Design sys_addr_map_flat, sky130hd; sources not shown.
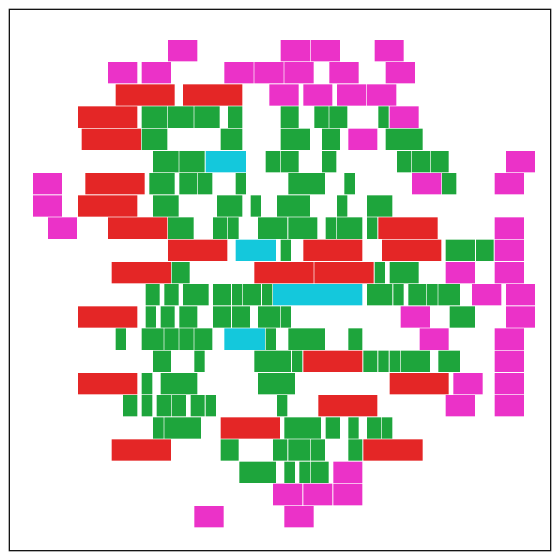
Fig. 1. Cells colored by class (run 1).
| color | class | cells |
|---|---|---|
| cyan | clock drivers and dummy loads | 4 |
| green | remaining logic cells | 111 |
| red | registers | 22 |
| magenta | remaining buffers and delay cells | 44 |
flop share of the area: 0.255
cell area after layout: 1730 sq um

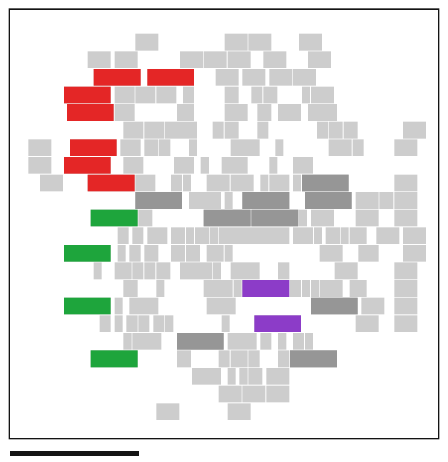
Fig. 2. Sequential cells colored by netlist name (run 1).
Bar = 20 microns. Other sequential cells in the stronger gray, the rest of the logic in the fainter gray.
| color | name in the netlist | flops |
|---|---|---|
| green | u_core.cnt | 4 |
| red | u_core.bus.sel | 7 |
| purple | u_core.wd_q | 2 |
area occupied by registers: 440 sq um
Seq group: 339 uW
share of the core filled with cells in the final layout: 0.462

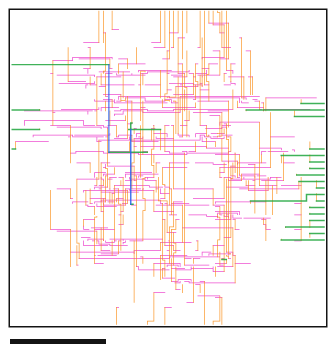
Fig. 3. Metal layers overlaid (run 1).
Bar = 20 microns.
| color | layer | wire length |
|---|---|---|
| green | M3 | 155 microns |
| orange | M2 | 1210 microns |
| blue | M4 | 34.0 microns |
| magenta | M1 | 1250 microns |
via count: 1121
Tot GR Track Use: 0.127

==> summary.rpt, run 1 <==
OUTCOME
---------------------------------------------------------------------
Status                                                   finished clean

YOSYS
---------------------------------------------------------------------
Simple-gate share of the synthesized area                       0.293
MUX share of area                                              0.0251
Main flop type                                                dfxtp_1
Yosys top cell area share                                       0.368
Most area-hungry cell type in the Yosys netlist               dfxtp_1
Number of storage elements in the synthesis netlist                22

CELLS AND AREA
---------------------------------------------------------------------
Biggest area consumer among cell classes                  logic gates
Multi-input logic area                                      686 sq um

WORST SETUP PATH
---------------------------------------------------------------------
Worst R2R Path Depth                                                6
CP Data Arrival Time                                          1.96 ns
Type of origin of the critical path                              flop
Kind of critical path                                         reg2out

CLOCK TREE
---------------------------------------------------------------------
Hold Buf Count CTS                                                  0
Clk latency late pin                                          0.26 ns

DIE
---------------------------------------------------------------------
Die Ht                                                   66.2 microns
Boundary pin count                                                 51

TIMING
---------------------------------------------------------------------
Max-slew violation count                                            0
Total count of hold-check failures in the final report              0
# setup viols final                                                 0

POWER
---------------------------------------------------------------------
Pwr Density                                               529 nW/um^2
Combinational power share                                       0.347
Total net switching power                                      289 uW

GLOBAL ROUTING
---------------------------------------------------------------------
Number of global-route vias before repair                        1019
Met2 usage in global routing                                    0.206

PLACEMENT
---------------------------------------------------------------------
Area post-placement                                        1660 sq um

==> run 2: changes to the inputs <==
Settings changed: CORE_MARGIN 1.5 to 1, GPL_ROUTABILITY_DRIVEN from default to 0.
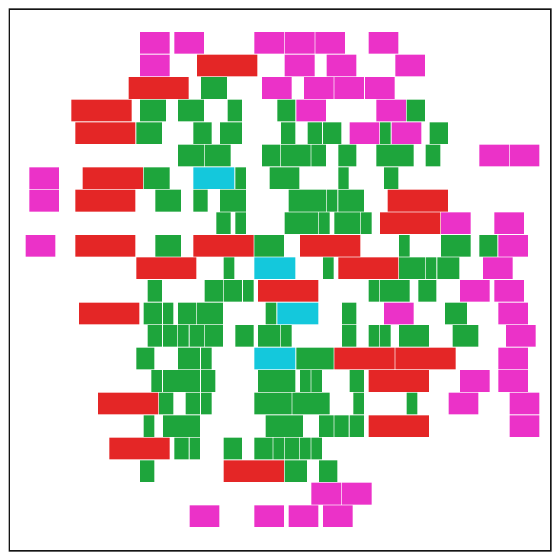
Fig. 4. Cells colored by class (run 2).
| color | class | cells |
|---|---|---|
| red | registers | 22 |
| green | remaining logic cells | 111 |
| magenta | remaining buffers and delay cells | 44 |
| cyan | clock drivers and dummy loads | 4 |
share of the core filled with cells in the final layout: 0.457
CORE AREA: 3740 sq um
flop share of the area: 0.257

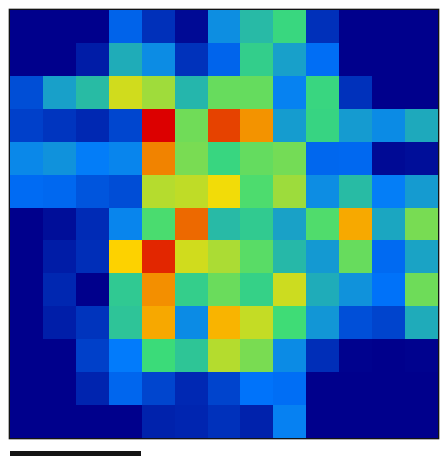
Fig. 5. Signal metal coverage by tile (run 2).
Bar = 20 microns. 13 x 13 tiles, from dark blue (low) to red (high), scaled to the fullest tile. Values are wire area over tile area, all layers added.
mean over tiles: 0.10
densest ninth of the die: middle
nearly empty tiles: 22%
tiles over half the peak: 23%
aggregate routed wire length: 2740 microns
final routed wire length divided by cell count: 12.0 microns
Tot GR Track Use: 0.138
via count: 1132

==> summary.rpt, run 2 <==
OUTCOME
---------------------------------------------------------------------
Status                                                   finished clean   unchanged

YOSYS
---------------------------------------------------------------------
Yosys top cell area share                                       0.368   unchanged
Summed standard-cell area reported by yosys                1200 sq um   unchanged
Compound-gate portion of the synthesized area                   0.182   unchanged
Count of warnings emitted by yosys                                  0   unchanged
Most area-hungry cell type in the Yosys netlist               dfxtp_1   unchanged
Number of storage elements in the synthesis netlist                22   unchanged
Simple-gate share of the synthesized area                       0.293   unchanged
Main flop type                                                dfxtp_1   unchanged
MUX share of area                                              0.0251   unchanged

CELLS AND AREA
---------------------------------------------------------------------
Fillers                                                           396   unchanged
Biggest area consumer among cell classes                  logic gates   unchanged
Cell area after layout                                     1710 sq um   was 1730 sq um
Multi-input logic area                                      686 sq um   unchanged

DIE
---------------------------------------------------------------------
Die Ht                                                   65.2 microns   was 66.2 microns

POWER
---------------------------------------------------------------------
Pwr Density                                               500 nW/um^2   was 529 nW/um^2
Total net switching power                                      289 uW   about the same
Seq group                                                      340 uW   was 339 uW
Reported clock group power                                     197 uW   was 257 uW
Dominant power group                                     sequential cells   unchanged
Combinational power share                                       0.372   was 0.347

TIMING
---------------------------------------------------------------------
# setup viols final                                                 0   unchanged
Actual slew at the worst max-slew pin                        0.636 ns   was 0.562 ns
Max-slew violation count                                            0   unchanged
Unrepaired setup endpoints after global routing                 false   unchanged
Total count of hold-check failures in the final report              0   unchanged

GLOBAL ROUTING
---------------------------------------------------------------------
Wire length of the first global-routing pass             4620 microns   was 4440 microns
Most used routing layer in global routing                        met2   unchanged
Number of global-route vias before repair                        1043   was 1019
Met2 usage in global routing                                    0.233   was 0.206

WORST SETUP PATH
---------------------------------------------------------------------
Worst R2R Path Depth                                                6   unchanged
Type of origin of the critical path                              flop   unchanged
CP Data Arrival Time                                          1.97 ns   was 1.96 ns
Kind of critical path                                         reg2out   unchanged

MIN PATH
---------------------------------------------------------------------
Class of the tightest hold or removal check                   reg2reg   unchanged

CLOCK TREE
---------------------------------------------------------------------
CTS Root Cell                                                clkbuf_8   unchanged
Hold Buf Count CTS                                                  0   unchanged
Clk latency late pin                                          0.26 ns   about the same

PLACEMENT
---------------------------------------------------------------------
Area post-placement                                        1660 sq um   unchanged

No activity file was given, so power comes from the tool's default toggle rates.
